`src/rtl/word16_to_nib4_fifo.sv`:
```
// rtl/word16_to_nib4_fifo.sv - single-clock FIFO taking 16-bit words, emitting 4-bit nibbles LSB-first
module word16_to_nib4_fifo #(
  parameter int DEPTH = 16,
  parameter int AW    = 4
) (
  input  logic          CLK,
  input  logic          RSTN,
  input  logic [15:0]   DIW,
  input  logic          WEW,
  output logic          RDYW,
  output logic [3:0]    DON,
  output logic          VALN,
  input  logic          ENN,
  output logic          LASTN,
  output logic [AW:0]   WCOUNT,
  output logic          OVF
);

  localparam logic [AW:0] FULL = (AW+1)'(DEPTH);

  logic [15:0]   mem_q [DEPTH];
  logic [AW-1:0] wptr_q, wptr_d;
  logic [AW-1:0] rptr_q, rptr_d;
  logic [1:0]    nib_q, nib_d;
  logic [AW:0]   wcount_q, wcount_d;
  logic          ovf_q, ovf_d;

  logic          wr_acc;
  logic          rd_take;
  logic          retire;
  logic [15:0]   head;

  // Status is decoded only from the held-word count; pointers may be equal when full or empty.
  always_comb begin
    RDYW    = (wcount_q != FULL);
    VALN    = (wcount_q != '0);
    head    = mem_q[rptr_q];
    DON     = VALN ? head[{nib_q, 2'b00} +: 4] : 4'h0;
    LASTN   = VALN && (nib_q == 2'd3);
    WCOUNT  = wcount_q;
    OVF     = ovf_q;
    wr_acc  = WEW && RDYW;
    rd_take = VALN && ENN;
    retire  = rd_take && (nib_q == 2'd3);
  end

  always_comb begin
    wptr_d   = wptr_q;
    rptr_d   = rptr_q;
    nib_d    = nib_q;
    wcount_d = wcount_q;
    ovf_d    = ovf_q;
    if (wr_acc) begin
      wptr_d = wptr_q + 1'b1;
    end
    if (WEW && !RDYW) begin
      ovf_d = 1'b1;
    end
    if (rd_take) begin
      nib_d = nib_q + 2'd1;
    end
    if (retire) begin
      rptr_d = rptr_q + 1'b1;
    end
    if (wr_acc && !retire) begin
      wcount_d = wcount_q + 1'b1;
    end else if (retire && !wr_acc) begin
      wcount_d = wcount_q - 1'b1;
    end
  end

  always_ff @(posedge CLK) begin
    if (!RSTN) begin
      wptr_q   <= '0;
      rptr_q   <= '0;
      nib_q    <= '0;
      wcount_q <= '0;
      ovf_q    <= 1'b0;
    end else begin
      wptr_q   <= wptr_d;
      rptr_q   <= rptr_d;
      nib_q    <= nib_d;
      wcount_q <= wcount_d;
      ovf_q    <= ovf_d;
    end
  end

  // Storage is deliberately not cleared by reset.
  always_ff @(posedge CLK) begin
    if (RSTN && wr_acc) begin
      mem_q[wptr_q] <= DIW;
    end
  end

endmodule
```
`config.mk`:
```
export PLATFORM = sky130hd
export DESIGN_NAME = word16_to_nib4_fifo
export DESIGN_NICKNAME = d
export VERILOG_FILES = /design/src/rtl/word16_to_nib4_fifo.sv
export SDC_FILE = /design/constraint.sdc
export NUM_CORES = 1
export LEC_CHECK = 0
export CELL_PAD_IN_SITES_DETAIL_PLACEMENT = 0
export CELL_PAD_IN_SITES_GLOBAL_PLACEMENT = 2
export CORE_ASPECT_RATIO = 0.8
export CORE_MARGIN = 2
export CORE_UTILIZATION = 48
export CTS_CLUSTER_DIAMETER = 120
export CTS_CLUSTER_SIZE = 28
export DETAILED_ROUTE_END_ITERATION = 8
export PLACE_DENSITY = 0.85
export SETUP_SLACK_MARGIN = 0.3
export SYNTH_ARGS = -nofsm -noshare
export SYNTH_HDL_FRONTEND = slang
export SYNTH_SLANG_ARGS = --single-unit
```
`constraint.sdc`:
```
create_clock -name CLK -period 3.05 [get_ports CLK]
set_input_delay 0.61 -clock CLK [delete_from_list [all_inputs] [get_ports CLK]]
set_output_delay 0.61 -clock CLK [all_outputs]
set_load 0.02 [all_outputs]
```
Fig. 1: run 1, placement view
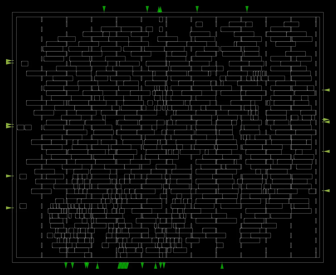
registers: 276
Finished Core Util: 55.3%

Fig. 2: run 1, clock distribution
Drawn at 3 px/um.
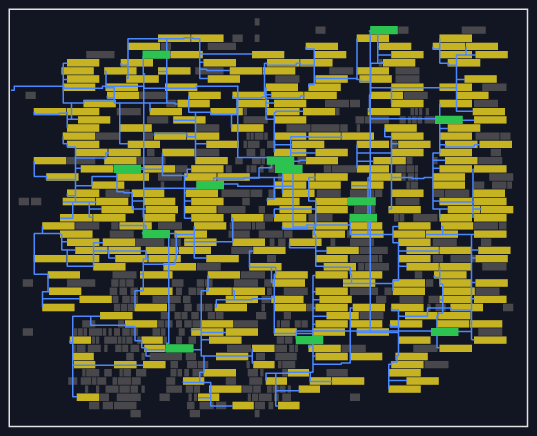
[green] cells driving clock nets | count: 13
[yellow] flip-flops | count: 276
[blue] clock wires | length: 2630 um
flops lie: spread over the die
routed clock nets: 14

Fig. 3: run 1, wiring by layer
Drawn at 2 px/um. Two of the layers only.
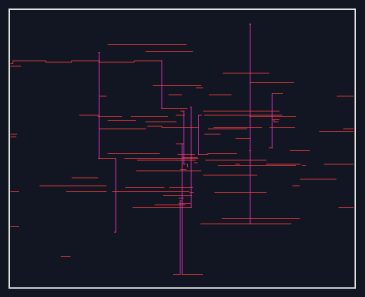
[red] met3 | wire length: 1280 um
[magenta] met4 | wire length: 439 um
DR WL/cell: 23.8 um
vias: 5320

Fig. 4: run 1, cells coloured by class
Drawn at 1.5 px/um. Fill, decap, tap and diode cells in grey.
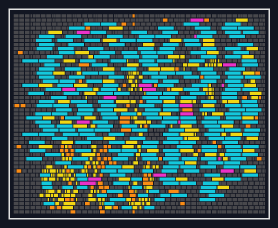
[orange] other buffers and delay cells | cells: 86
[cyan] flip-flops | cells: 276
[magenta] clock drivers and dummy loads | cells: 18
[yellow] all other logic | cells: 235

==> impl_metrics.tcl, run 1 <==
# place-and-route summary
set metrics [dict create \
    status "complete, but fails checks" \
    violations "negative setup slack" \
    place_inst 895 \
    vias_per_cell 5.78 \
    ys_sh_aoi_pct 1.93 \
    dieArea_um2 23900 \
    post_cts_resized 21 \
    grt_first_pass_wirelength_um 33200 \
    cts_tree "built" \
    start_kind "register" \
    required_ns 2.44 \
    mi_logic_area_um2 2700 \
    die_height_um 139 \
    crit_end "DON[0]" \
    r2r-end "WCOUNT[4]$_SDFFE_PN0P_" \
    largest_register_ffs 256 \
    nets 643 \
    arrival_ns 2.55 \
    path_depth 7 \
    fp_util_pct 48.6 \
    period_used_pct 104 \
    met3_length_um 1280 \
    post-place-ws_ns 0.000878 \
    seq-cell-share_pct 65.4 \
    met1_usage_pct 29.3 \
    buffer_area_share_pct 6.46 \
    endpoint_kind "output pin" \
    crit_chain "buf_12 -> mux4_1 -> mux2i_1 -> o21ai_0 -> o2111ai_1 -> nand3_1 -> buf_2" \
    max_stage_delay_ns 0.55 \
    syn-num-nets 565 \
    ys_cells 534 \
    p_total_mw 7.35 \
    ant_nets 0 \
    enable_flop_cells 256 \
    flop_area_um2 8100 \
    maxCapViolations 0 \
    worstHoldPathType "reg2reg" \
    synthTopLogicFamily "multiplexers" \
    dominant_cells "flip-flops and latches" \
    design_area_um2 12400 \
    rr_startpoint "WCOUNT[2]$_SDFFE_PN0P_" \
    synth_area_per_cell_um2 20.4 \
    r2r_cells 12 \
    die_w_um 172 \
    grt.met2_usage_pct 29.8 \
    ys_sh_xor_pct 0.806 \
    crit_slowest_cell "mux4_1" \
    netlist_top_cells_area "edfxtp_1 (71%), mux4_2 (11%), dfxtp_1 (3.7%)" \
    critPathTopFamily "multiplexers" \
    setup_viol 3 \
    grt_max_degree 30 \
    met2_length_um 10300 \
    numCtsBuffers 13 \
    crit_path_max_fanout 14 \
    fmax_mhz 317 \
    worst_slack_ns -0.107 \
    io_pins 33 \
    cts_max_level 1 \
    layout-drive-gt1-share_pct 25.9 \
    nWellTaps 306 \
    inverters 7 \
    rsz0062_at_grt "yes" \
    async_flop_share_pct 0 \
    fill_cells 1699 \
    regMostFlops "mem_q" \
    grt.busiest_layer "met2" \
    ys.flop_type "edfxtp_1" \
    drc_errors 0 \
    buffers 86 \
    comb_area_share_pct 21.8 \
    row_count 49 \
    top_cell_area_share_pct 70.7 \
    met1Wirelength_um 9920 \
    top_area_cell "edfxtp_1" \
    most-common-layout-cells "edfxtp_1 (256), mux4_2 (52), buf_4 (46)" \
    clkSinkCount 276 \
    yosys_warnings 0 \
    min_to "OVF$_SDFFE_PN0P_" \
]
[run 1: synthesized netlist by cell type, types with 2 or more instances]
cell	n
a21o_1	2
a21oi_1	7
a22oi_1	2
a32oi_1	3
and2_1	3
buf_1	2
buf_2	11
buf_4	2
buf_6	3
clkbuf_1	4
dfxtp_1	20
edfxtp_1	256
ha_1	10
inv_1	5
mux2_2	3
mux2i_1	17
mux4_1	15
mux4_2	52
nand2_1	27
nand3_1	7
nand3b_1	3
nand4_1	4
nor2_1	34
nor2b_1	3
nor4b_1	2
o2111ai_1	2
o21ai_0	4
o21ai_1	4
o22ai_1	2
or3_1	3
xnor2_1	4
xor2_1	6
[run 1: power breakdown]
part	internal, mW	switching [mW]
logic	0.481	0.617
clock network	0.879	1.06
registers	4.23	0.0886
Fig. 5: run 1, power grid
Drawn at 2 px/um. Pins as bars on the die edge.
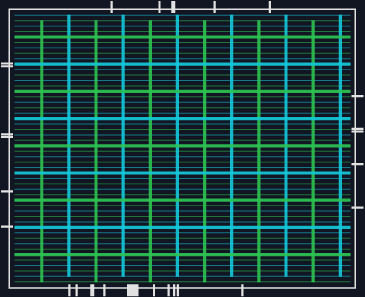

==> run 2: changes to the inputs <==
--- a/config.mk
+++ b/config.mk
@@ -5,11 +5,12 @@
 export SDC_FILE = /design/constraint.sdc
 export NUM_CORES = 1
 export LEC_CHECK = 0
+export ABC_AREA = 1
 export CELL_PAD_IN_SITES_DETAIL_PLACEMENT = 0
 export CELL_PAD_IN_SITES_GLOBAL_PLACEMENT = 2
 export CORE_ASPECT_RATIO = 0.8
 export CORE_MARGIN = 2
-export CORE_UTILIZATION = 48
+export CORE_UTILIZATION = 42
 export CTS_CLUSTER_DIAMETER = 120
 export CTS_CLUSTER_SIZE = 28
 export DETAILED_ROUTE_END_ITERATION = 8
Fig. 6: run 2, power grid
Drawn at 2 px/um. Pins as bars on the die edge.
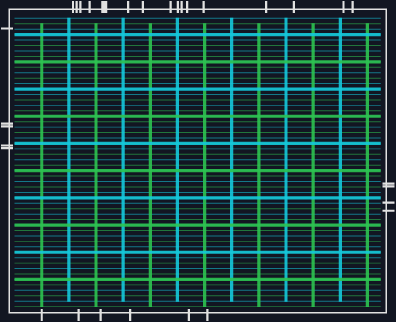
[cyan] VDD
[green] VSS
met4 straps: 13
rows: 53
met5 straps: 10
met1 rails: 54

==> impl_metrics.tcl, run 2 <==
# place-and-route summary
set metrics [dict create \
    largest_register_ffs 256 \
    seq-cell-share_pct 58.5 \
    numCtsBuffers 13 \
    worst_slack_ns 0.162 \
    most-common-layout-cells "nand2_1 (310), edfxtp_1 (256), nand3_1 (181)" \
    max_stage_delay_ns 0.39 \
    flop_area_um2 8090 \
    pg_seq_mw 4.23 \
    pg_clk_mw 1.90 \
    fill_cells 2303 \
    p_comb_mw 0.945 \
    rsz0062_at_grt "yes" \
    io_pins 33 \
    grt_max_degree 37 \
    p_total_mw 7.07 \
    pwr-share-comb_pct 13.4 \
    comb_cells 639 \
    nWellTaps 357 \
    r2r-end "WCOUNT[4]$_SDFFE_PN0P_" \
    top_area_cell "edfxtp_1" \
    place_inst 1381 \
    top_power_group "sequential cells" \
    path_depth 13 \
    dominant_cells "flip-flops and latches" \
    sw_frac_of_total_pct 24.0 \
    min_to "rptr_q[2]$_SDFFE_PN0P_" \
    dieArea_um2 28400 \
    required_ns 2.44 \
    synth.most_common_cell "nand2_1" \
    clk_share_pct 2.51 \
    die_height_um 151 \
    post_drt_wl_per_cell_um 20.6 \
    die_w_um 188 \
    pwr-share-clk_pct 26.8 \
    ys_cells 990 \
    maxCapViolations 0 \
    seq_cell_count 276 \
    crit_slowest_cell "dfxtp_4" \
    crit_end "DON[3]" \
    comb_area_share_pct 23.6 \
    worstHoldPathType "reg2reg" \
    r2r_cells 15 \
    status "complete, no violations" \
    ys.flop_type "edfxtp_1" \
    drt_iter0_drc 755 \
    crit_chain "buf_8 -> buf_12 -> buf_12 -> buf_12 -> nand2_1 -> nand3_1 -> nand3_1 -> nand2_1 -> nand2_2 -> nand3_4 -> nand3_2 -> a21oi_2 -> buf_4" \
    critPathTopFamily "buffers and inverters" \
    top_cell_area_share_pct 67.7 \
    clkSinkCount 276 \
    setup_viol 0 \
    crit_path_max_fanout 8 \
    vias 7560 \
    endpoint_kind "output pin" \
    buffer_area_share_pct 11.3 \
    regMostFlops "mem_q" \
    mi_logic_area_um2 3270 \
    seq_power_share_pct 59.8 \
    grt_first_pass_wirelength_um 44500 \
    layout-drive-gt1-share_pct 19.1 \
    arrival_ns 2.28 \
    utilization_pct 52.4 \
    vias_per_cell 5.28 \
    post-place-ws_ns 0.177 \
    cts_tree "built" \
    inverters 23 \
    synth_area_per_cell_um2 11.5 \
    row_count 53 \
    fmax_mhz 346 \
    start_kind "register" \
    drtPass1Iterations 5 \
    rr_startpoint "WCOUNT[0]$_SDFFE_PN0P_" \
    netlist_top_cells_area "edfxtp_1 (68%), nand2_1 (11%), nand3_1 (9.9%)" \
    buffers 119 \
    power.internal_mw 5.37 \
    nets 1103 \
    yosys-top-cells-count "nand2_1 (333), edfxtp_1 (256), nand3_1 (224)" \
]
==> run 2: what timing repair did <==
item | 4_1_cts | 5_1_grt
gates cloned | 11 | 6
setup endpoints to repair | 4 | 7
setup buffers | 11 | 5
pin swaps | 15 | 39
resized | 76 | 59
==> run 2: metal layers <==
layer | up-vias | part of all wire [%] | global-route usage [%]
li1 | 3610 | - | -
met1 | 3683 | 45 | 31.3
met2 | 232 | 46 | 33.5
met3 | 35 | 6.2 | 2.36
met4 | 0 | 2.1 | 4.53
met5 | - | 0 | 0
==> run 2: kinds of logic after synthesis <==
kind of cell    count (synthesis)  synth area share (%)
flops                         276                  71.3
buf+inv                        75                  3.31
xor+xnor                        4                 0.309
compound gates                 32                  1.48
simple gates                  592                  22.4
fa+ha+maj                      11                  1.28
Fig. 7: run 2, wiring by layer
Drawn at 2 px/um. Two of the layers only.
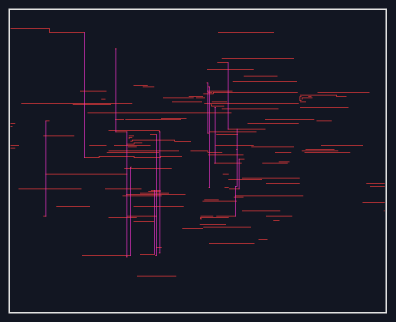

==> run 3: changes to the inputs <==
--- a/config.mk
+++ b/config.mk
@@ -9,7 +9,6 @@
 export CELL_PAD_IN_SITES_DETAIL_PLACEMENT = 0
 export CELL_PAD_IN_SITES_GLOBAL_PLACEMENT = 2
 export CORE_ASPECT_RATIO = 0.8
-export CORE_MARGIN = 2
 export CORE_UTILIZATION = 42
 export CTS_CLUSTER_DIAMETER = 120
 export CTS_CLUSTER_SIZE = 28
Fig. 8: run 3, wiring by layer
Drawn at 2 px/um. Two of the layers only.
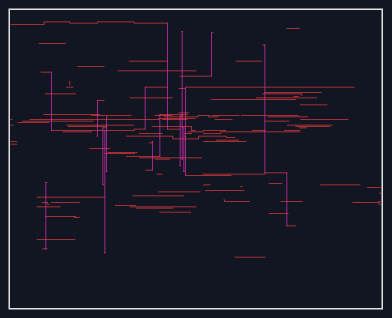
[magenta] met4 | wire length: 573 um
[red] met3 | wire length: 1760 um

==> impl_metrics.tcl, run 3 <==
# place-and-route summary
set metrics [dict create \
    status "complete, no violations" \
    seq-cell-share_pct 59.7 \
    rr_startpoint "WCOUNT[3]$_SDFFE_PN0P_" \
    rsz0062_at_grt "yes" \
    layout_top_cell "nand2_1" \
    syn-num-nets 1021 \
    synth-seq-cells 276 \
    nWellTaps 357 \
    switchingPower_mw 1.74 \
    simple_gate_share_pct 22.4 \
    seq_cell_count 276 \
    clkSinkCount 276 \
    endpoint_kind "output pin" \
    place_inst 1372 \
    worstHoldPathType "reg2reg" \
    crit_path_max_fanout 12 \
    power.internal_mw 5.43 \
    die_w_um 186 \
    seq_power_share_pct 59.1 \
    post_cts_resized 56 \
    die_height_um 149 \
    ys_sh_aoi_pct 1.48 \
    synth_cells 990 \
    arrival_ns 2.25 \
    p_comb_mw 0.917 \
    core_um2 26400 \
    vias 7514 \
    pwr-share-clk_pct 28.1 \
    utilization_pct 51.4 \
    post_drt_wl_per_cell_um 21.0 \
    numCtsBuffers 13 \
    comb_area_share_pct 23.5 \
    warnings 31 \
    criticalPathCategory "reg2out" \
    ys_cells 990 \
    tns_ns 0 \
    yosys-top-cells-count "nand2_1 (333), edfxtp_1 (256), nand3_1 (224)" \
    pg_seq_mw 4.24 \
    drtPass1Iterations 7 \
    clk_share_pct 2.78 \
    nets 1081 \
    post-place-ws_ns 0.106 \
    crit_chain "clkinv_8 -> buf_12 -> buf_12 -> nand2_1 -> nand3_1 -> nand3_1 -> nand2_1 -> nand2_1 -> nand3_1 -> nand3_2 -> a21oi_4 -> buf_6" \
    ys.flop_type "edfxtp_1" \
    adder_share_pct 1.28 \
    cts_max_level 1 \
    worstHoldStart "OVF$_SDFFE_PN0P_" \
    top_area_cell "edfxtp_1" \
    top_cell_area_share_pct 67.7 \
    post_synth_mux_area_share_pct 0 \
    overflow 0 \
    fill_cells 2337 \
    design_area_um2 13600 \
    period_used_pct 93.7 \
    most-common-layout-cells "nand2_1 (321), edfxtp_1 (256), nand3_1 (187)" \
    syn_to_final_growth_pct 19.5 \
    fmax_mhz 350 \
    place_area_um2 12400 \
    crit_slowest_cell "dfxtp_4" \
    layout-drive-gt1-share_pct 15.9 \
    start_kind "register" \
    pg_clk_mw 2.02 \
    dieArea_um2 27700 \
    synth.most_common_cell "nand2_1" \
    cts_setup_buffers 6 \
    async_flop_share_pct 0 \
    io_pins 33 \
    final_max_slew_viol_count 0 \
    setup_viol 0 \
    maxCapViolations 0 \
    pwr-share-comb_pct 12.8 \
    drc_errors 0 \
    buffers 98 \
    p_total_mw 7.17 \
    fp_util_pct 43.0 \
    max_stage_delay_ns 0.43 \
    enable_flop_cells 256 \
    inverters 22 \
    netlist_top_cells_area "edfxtp_1 (68%), nand2_1 (11%), nand3_1 (9.9%)" \
    flop_area_um2 8090 \
    worst_slack_ns 0.194 \
    largest_register_ffs 256 \
    synth_area_per_cell_um2 11.5 \
    sw_frac_of_total_pct 24.3 \
    regMostFlops "mem_q" \
    comb_cells 639 \
    grt_first_pass_wirelength_um 44000 \
    antenna_cells 0 \
    top_power_group "sequential cells" \
    synthTopLogicFamily "simple AND/OR/NAND/NOR gates" \
    required_ns 2.44 \
    ys_sh_xor_pct 0.309 \
    critPathTopFamily "simple AND/OR/NAND/NOR gates" \
    buffer_area_share_pct 10.0 \
    clockRootBuffer "clkbuf_16" \
    row_count 53 \
    ant_nets 0 \
    drt_iter0_drc 718 \
    grt_max_degree 34 \
    cts_tree "built" \
    mi_logic_area_um2 3190 \
    routabilityCongestion 0.794 \
    dominant_cells "flip-flops and latches" \
    vias_per_cell 5.32 \
    yosys_warnings 0 \
    routed_wirelength_um 29700 \
]
## run 3: cell counts after synthesis
No cell type changed its count.
## run 3: per-layer routing
metal  vias to the layer above  GRT usage (%)  share of wire, %
met3                        39           2.69               5.9
met5                         -              0                 0
li1                       3562              -                 -
met2                       230           34.1                46
met1                      3683           32.1                46
met4                         0           4.10               1.9
## run 3: final timing paths
check / cells past startpoint / slack, ns / to
setup / recovery: 12 / 0.19 / DON[3]
hold / removal: 2 / 0.50 / OVF$_SDFFE_PN0P_
hold reg to reg: 2 / 0.50 / OVF$_SDFFE_PN0P_
setup reg to reg: 15 / 0.40 / WCOUNT[4]$_SDFFE_PN0P_
Power figures rest on the tool's default switching activity, not on a simulated workload.
